--- src/rtl/seq_shifter.sv ---
// Multi-cycle shifter: shifts a latched operand by up to STEP bits per clock
// (SLL, SRL, SRA, ROL) and pulses done when the result appears on data_out.
module seq_shifter #(
  parameter  int WIDTH = 32,
  parameter  int STEP  = 1,
  localparam int SHW   = $clog2(WIDTH)
) (
  input  logic             clk,
  input  logic             rst_n,
  input  logic             start,
  input  logic             flush,
  input  logic [1:0]       mode,
  input  logic [SHW-1:0]   shamt,
  input  logic [WIDTH-1:0] data_in,
  output logic             busy,
  output logic             done,
  output logic [WIDTH-1:0] data_out
);

  typedef enum logic [1:0] {IDLE, SHIFT, DONE} state_t;

  localparam logic [SHW:0] STEP_K  = (SHW+1)'(STEP);
  localparam logic [SHW:0] WIDTH_K = (SHW+1)'(WIDTH);

  state_t           state;
  logic [WIDTH-1:0] work;
  logic [1:0]       op;
  logic [SHW-1:0]   rem;

  logic [SHW:0]     k;
  logic [SHW:0]     rem_after;
  logic [WIDTH-1:0] shifted;

  // One step of the shift; k is never zero while in SHIFT.
  always_comb begin
    k         = ({1'b0, rem} < STEP_K) ? {1'b0, rem} : STEP_K;
    rem_after = {1'b0, rem} - k;
    shifted   = work;
    case (op)
      2'b00:   shifted = work << k;
      2'b01:   shifted = work >> k;
      2'b10:   shifted = $unsigned($signed(work) >>> k);
      default: shifted = (work << k) | (work >> (WIDTH_K - k));
    endcase
  end

  always_ff @(posedge clk or negedge rst_n) begin
    if (!rst_n) begin
      state    <= IDLE;
      busy     <= 1'b0;
      done     <= 1'b0;
      data_out <= '0;
      work     <= '0;
      op       <= 2'b00;
      rem      <= '0;
    end else if (flush) begin
      state <= IDLE;
      busy  <= 1'b0;
      done  <= 1'b0;
    end else begin
      case (state)
        IDLE, DONE: begin
          if (start) begin
            work <= data_in;
            op   <= mode;
            rem  <= shamt;
            if (shamt == '0) begin
              state    <= DONE;
              busy     <= 1'b0;
              done     <= 1'b1;
              data_out <= data_in;
            end else begin
              state <= SHIFT;
              busy  <= 1'b1;
              done  <= 1'b0;
            end
          end else begin
            state <= IDLE;
            busy  <= 1'b0;
            done  <= 1'b0;
          end
        end
        SHIFT: begin
          // start is ignored here; only the step counter drives progress
          work <= shifted;
          rem  <= rem_after[SHW-1:0];
          if (rem_after == '0) begin
            state    <= DONE;
            busy     <= 1'b0;
            done     <= 1'b1;
            data_out <= shifted;
          end
        end
        default: begin
          state <= IDLE;
          busy  <= 1'b0;
          done  <= 1'b0;
        end
      endcase
    end
  end

endmodule

--- config.mk ---
export PLATFORM = sky130hd
export DESIGN_NAME = seq_shifter
export DESIGN_NICKNAME = d
export VERILOG_FILES = /design/src/rtl/seq_shifter.sv
export SDC_FILE = /design/constraint.sdc
export NUM_CORES = 1
export LEC_CHECK = 0
export CORE_ASPECT_RATIO = 0.5
export CORE_MARGIN = 4
export CORE_UTILIZATION = 53
export CTS_CLUSTER_SIZE = 24
export DETAILED_ROUTE_END_ITERATION = 10
export HOLD_SLACK_MARGIN = 0.02
export PLACE_DENSITY = 0.81
export SLEW_MARGIN = 10
export SYNTH_ARGS = -nofsm -noshare
export SYNTH_HDL_FRONTEND = slang
export SYNTH_SLANG_ARGS = --single-unit
--- constraint.sdc ---
create_clock -name clk -period 4.4 [get_ports clk]
set_input_delay 0.44 -clock clk [delete_from_list [all_inputs] [get_ports clk]]
set_output_delay 0.44 -clock clk [all_outputs]
set_load 0.02 [all_outputs]
==> run_1/congestion_map.png <==
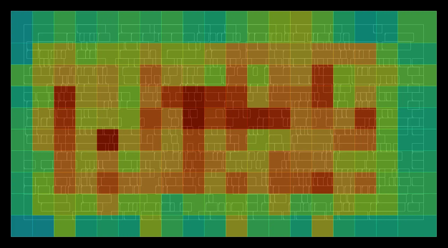
Tot GR Track Use: 0.275
GR Layer Usage met2: 0.384
GR met1 Demand/Resource: 0.423
Top Usage Layer GRT: met1

==> run_1/pinout.png <==
Pins as bars across the die edge, other pins in gray.
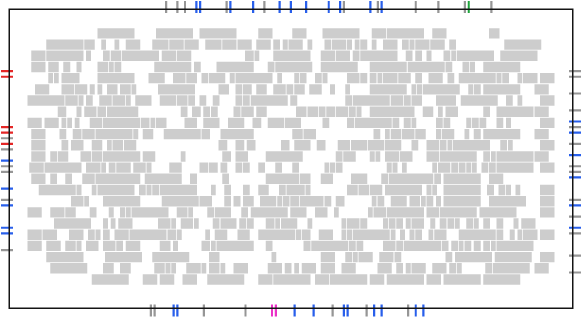
[mode] magenta | pins: 2 | direction: input | edge: bottom
[clk] green | pins: 1 | direction: input | edge: top
[data_in] blue | pins: 32 | direction: input | edge: 11 top, 10 bottom, 6 right, 5 left
[shamt] red | pins: 5 | direction: input | edge: left
all pins by edge: 23 top, 19 bottom, 19 right, 16 left
# port buffers: 76
die width: 137 um
DIE HEIGHT: 72.3 um

==> run_1/clock_wires.png <==
Bar = 50 um.
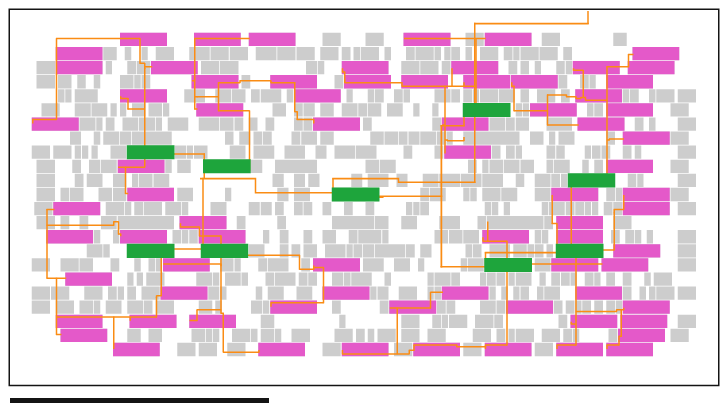
[clock wires] orange | length: 956 um
[flip-flops] magenta | count: 74
[clock-net drivers] green | count: 9
flops lie: widely spread
Clock net power: 860 uW
clock power share: 0.256
Clk Latency, worst-skew pair: 330 ps
final setup skew: 3.78 ps

==> run_1/layers.png <==
Bar = 50 um.
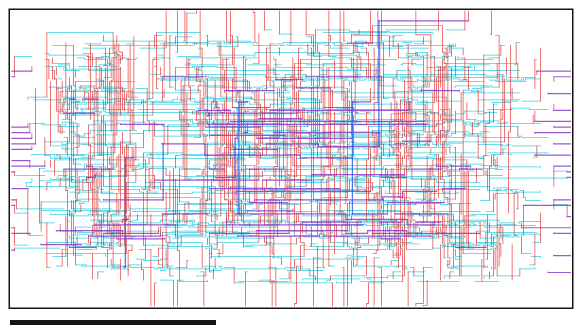
[M3] purple | wire length: 1,320 um
[M1] cyan | wire length: 6,220 um
[M2] red | wire length: 5,530 um
[M4] blue | wire length: 135 um
WL per Instance: 19.4 um
total number of vias: 4,271

run 1: cell type report:
cell class	count	area, um^2	share of cell area
Clock buffer	10	239	0.0432
Sequential cell	74	1850	0.335
Inverter	6	22.5	0.00407
Clock inverter	6	114	0.0206
Tap cell	112	140	0.0254
Multi-Input combinational cell	389	2340	0.424
Timing Repair Buffer	84	818	0.148
run 1: synthesized netlist by cell type (7+ instances only):
| master | count | area share |
|---|---|---|
| mux2_2 | 21 | 0.054 |
| o21ai_0 | 54 | 0.062 |
| nand3_1 | 10 | 0.011 |
| nor3_1 | 23 | 0.026 |
| a21oi_1 | 43 | 0.049 |
| a311oi_1 | 20 | 0.040 |
| a211o_1 | 7 | 0.014 |
| a21o_1 | 7 | 0.012 |
| nor2_1 | 34 | 0.029 |
| dfrtp_1 | 74 | 0.42 |
| nand2_1 | 84 | 0.072 |
| clkbuf_1 | 30 | 0.026 |
| buf_2 | 11 | 0.013 |
run 1: power by group:
group | switching [mW] | internal (mW)
logic | 0.706 | 0.587
clock network | 0.290 | 0.570
registers | 0.286 | 0.915
run 1: worst register-to-register path, delay by kind of cell, from the launching register on:
| kind | cells | cell delay [ps] |
|---|---|---|
| simple gates | 4 | 1640 |
| compound gates | 3 | 620 |
| fa+ha+maj | 1 | 470 |
| flops | 1 | 450 |
| buf+inv | 1 | 270 |
run 1: how the worst min path moves through the flow:
stage                                           to
after floorplan                   busy$_DFFE_PN0P_
after global placement    data_out[21]$_DFFE_PN0P_
after detailed placement  data_out[22]$_DFFE_PN0P_
after CTS                  data_out[0]$_DFFE_PN0P_
after global routing       data_out[6]$_DFFE_PN0P_
final                      data_out[4]$_DFFE_PN0P_
run 1: flip-flops by register name, summed over array words and instances, names as in the netlist:
signal    count
done          1
busy          1
state         1
data_out     32
op            2
rem           5
work         32
==> flow_summary.yaml, run 1 <==
# synthesis and place-and-route metrics
cts:
  clock-root-buffer: "clkbuf_16"
  clockBufferDepth: 2
  htreeDepth: 3
  cts_tree: "done"
  clk_pin_slew_ps: 60
die:
  pin_count: 77
  fp_util: 0.546
synth:
  ys.flop_type: "dfrtp_1"
  syn_area_um2: 4390
  postSynth.asyncResetShare: 1.00
  synthSimpleGateAreaFrac: 0.179
  netlist_instances: 513
  ys_chip_area_um2: 4390
  ys.flops: 74
  muxShareOfSynthArea: 0.0687
  yosysSeqAreaShare: 0.422
setup_path:
  cp.depth: 9
  critPathRequiredTime_ps: 4650
  crit_start: "rem[4]$_DFFE_PN0P_"
  path_buffers: 1
  crit_chain: "nor4_4, nand2_2, inv_2, ha_1, and3_1, nor2b_1, o211ai_1, a211o_1, o21ai_0"
  slowest_delay_ps: 610
  r2r_setup_slack_ps: 870
  worstReg2RegStart: "rem[4]$_DFFE_PN0P_"
  critPathCaptureType: "register"
job:
  warnings: 26
  maxCapViolations: 0
finish:
  fin_util: 0.688
  final_cell_mix: "nand2_1 (84), clkdlybuf4s50_1 (75), dfrtp_1 (74), o21ai_0 (54), a21oi_1 (43)"
  area_delta_synth_final_pct: 26.0
  post-route-cell-area_um2: 5530
place:
  placed_cells: 665
  placed_area_um2: 5170
global_routing:
  grt-ovfl-total: 0
  antenna_found_initial: 0
  gr-usage-met3: 0.0755
final_timing:
  slew_viol_final: 0
  hold_slack_ps: 257
  worstMarginPinSlew_ps: 1180
  setup_violations: 0
  finalHoldViolCount: 0
  grt_setup_unrepaired: "no"
drt:
  drt-vias-per-instance: 6.27
  drt_wl_total_um: 13200
  first_pass_iters: 5
  dr.first_iter.drc_count: 566
power_and_ir_drop:
  power_density_nw_per_um2: 607
  p_leak_nw: 2.22
outcome:
  status: "completed"
==> run 2: changes to the inputs <==
--- a/config.mk
+++ b/config.mk
@@ -7,11 +7,11 @@
 export LEC_CHECK = 0
 export CORE_ASPECT_RATIO = 0.5
 export CORE_MARGIN = 4
-export CORE_UTILIZATION = 53
+export CORE_UTILIZATION = 48
 export CTS_CLUSTER_SIZE = 24
 export DETAILED_ROUTE_END_ITERATION = 10
 export HOLD_SLACK_MARGIN = 0.02
-export PLACE_DENSITY = 0.81
+export PLACE_DENSITY = 0.78
 export SLEW_MARGIN = 10
 export SYNTH_ARGS = -nofsm -noshare
 export SYNTH_HDL_FRONTEND = slang
==> constraint.sdc (replaced) <==
create_clock -name clk -period 2.9 [get_ports clk]
set_input_delay 0.29 -clock clk [delete_from_list [all_inputs] [get_ports clk]]
set_output_delay 0.29 -clock clk [all_outputs]
set_load 0.02 [all_outputs]
==> run_2/clock_wires.png <==
Bar = 50 um.
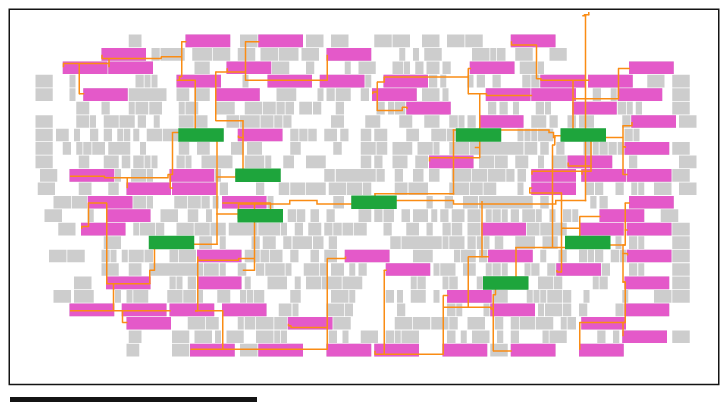
[flip-flops] magenta | count: 74
[clock wires] orange | length: 1,020 um
[clock-net drivers] green | count: 9
routed clock nets: 10
final setup skew: 7.47 ps
Clock net power: 1.29 mW
Clk Latency, worst-skew pair: 340 ps
clock power share: 0.253

==> run_2/ff_map.png <==
Other sequential cells in the stronger gray, the rest of the logic in the fainter gray.
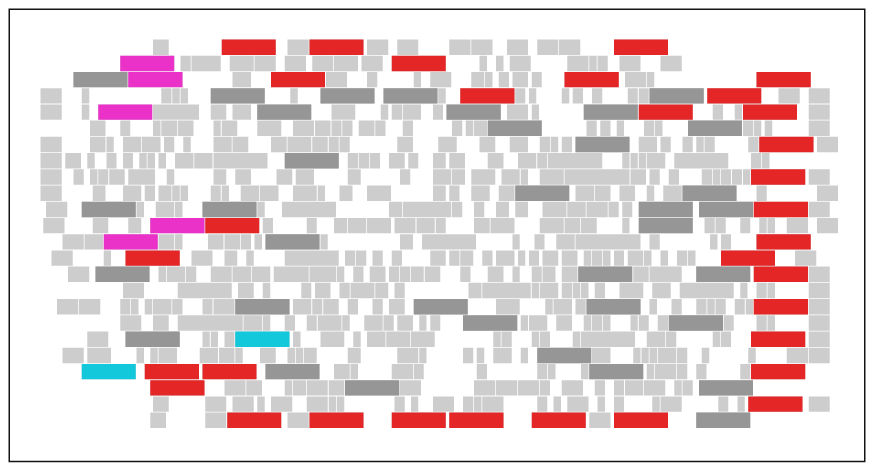
[op] cyan | sequential cells: 2
[data_out] red | sequential cells: 32 | where: widely spread
[rem] magenta | sequential cells: 5
not colored: 35
P_seq: 1.81 mW
sequential share of cell area: 0.328
FF+latch area: 1850 um^2

==> flow_summary.yaml, run 2 <==
# synthesis and place-and-route metrics
die:
  pin_count: 77
  fp_util: 0.499
outcome:
  status: "completed"
cts:
  cts_tree: "done"
  clockBufferDepth: 2
  clk_pin_slew_ps: 60
  htreeDepth: 3
setup_path:
  critPathCaptureType: "register"
  crit_chain: "nor4_4, nand2_2, inv_4, ha_1, mux4_2, mux2_2, a221oi_2, o21ai_0"
  critPathRequiredTime_ps: 3090
  slowest_delay_ps: 540
place:
  placed_area_um2: 5300
  io_buffers: 76
  placed_cells: 684
synth:
  top_area_frac: 0.422
  most_common_cell: "nand2_1"
  ys_chip_area_um2: 4390
  ys_top_cells_by_count: "nand2_1 (84), dfrtp_1 (74), o21ai_0 (54), a21oi_1 (43), nor2_1 (34)"
  netlist_instances: 513
drt:
  wire_per_inst_um: 18.8
  drt-vias-per-instance: 6.10
  first_pass_iters: 5
  dr.first_iter.drc_count: 509
power_and_ir_drop:
  power_density_nw_per_um2: 903
  p_leak_nw: 2.30
job:
  maxCapViolations: 0
final_timing:
  grt_setup_unrepaired: "no"
  finalHoldViolCount: 0
  worstMarginPinSlew_ps: 977
  slew_viol_final: 0
  hold_slack_ps: 83.2
finish:
  fin_util: 0.642
  area_delta_synth_final_pct: 28.7
  reg_top3: "data_out (32), work (32), rem (5)"
global_routing:
  grt-ovfl-total: 0
  grt.total_usage: 0.254
## run 2: cell counts after synthesis
Identical to the previous run, type by type.
## run 2: path summary, 6_finish.rpt
kind / startpoint / endpoint / slack, ps / cells past startpoint
worst min-delay path: rst_n / data_out[17]$_DFFE_PN0P_ / 80 / 1
worst max-delay path: rem[3]$_DFFE_PN0P_ / work[0]$_DFFE_PN0P_ / 200 / 8
max in group asynchronous: rst_n / data_out[23]$_DFFE_PN0P_ / 2150 / 1
worst max register to register: rem[3]$_DFFE_PN0P_ / work[0]$_DFFE_PN0P_ / 200 / 8
min in group clk: data_out[17]$_DFFE_PN0P_ / data_out[17]$_DFFE_PN0P_ / 470 / 1
worst min register to register: data_out[17]$_DFFE_PN0P_ / data_out[17]$_DFFE_PN0P_ / 470 / 1
## run 2: cells by family after synthesis
| group | share of synthesized area |
|---|---|
| compound gates | 0.271 |
| simple gates | 0.179 |
| flops | 0.422 |
| buf+inv | 0.0468 |
| mux | 0.0687 |
| xor+xnor | 0.00599 |
| fa+ha+maj | 0.00570 |
| other cells | 0.000855 |
## run 2: per-layer routing
metal,GRT usage,wire length [um],vias up
met4,0.0495,170,0
met5,0,0,-
met3,0.0533,1140,21
li1,-,-,2031
met1,0.391,6370,2024
met2,0.373,5510,194
## run 2: power breakdown
group	leakage, nW	internal, mW	switching, mW	total [mW]
registers	0.913	1.39	0.425	1.81
clock network	0.165	0.857	0.432	1.29
logic	1.22	0.929	1.06	1.99
total	2.30	3.18	1.92	5.10
## run 2: cell type report
class                           count  area [um^2]  area share
Tap cell                          117          146      0.0259
Timing Repair Buffer               99          931       0.165
Sequential cell                    74         1850       0.328
Multi-Input combinational cell    389         2350       0.416
Inverter                            6         25.0     0.00443
Clock inverter                      5          103      0.0182
Clock buffer                       10          239      0.0423
Power figures rest on the tool's default switching activity, not on a simulated workload.
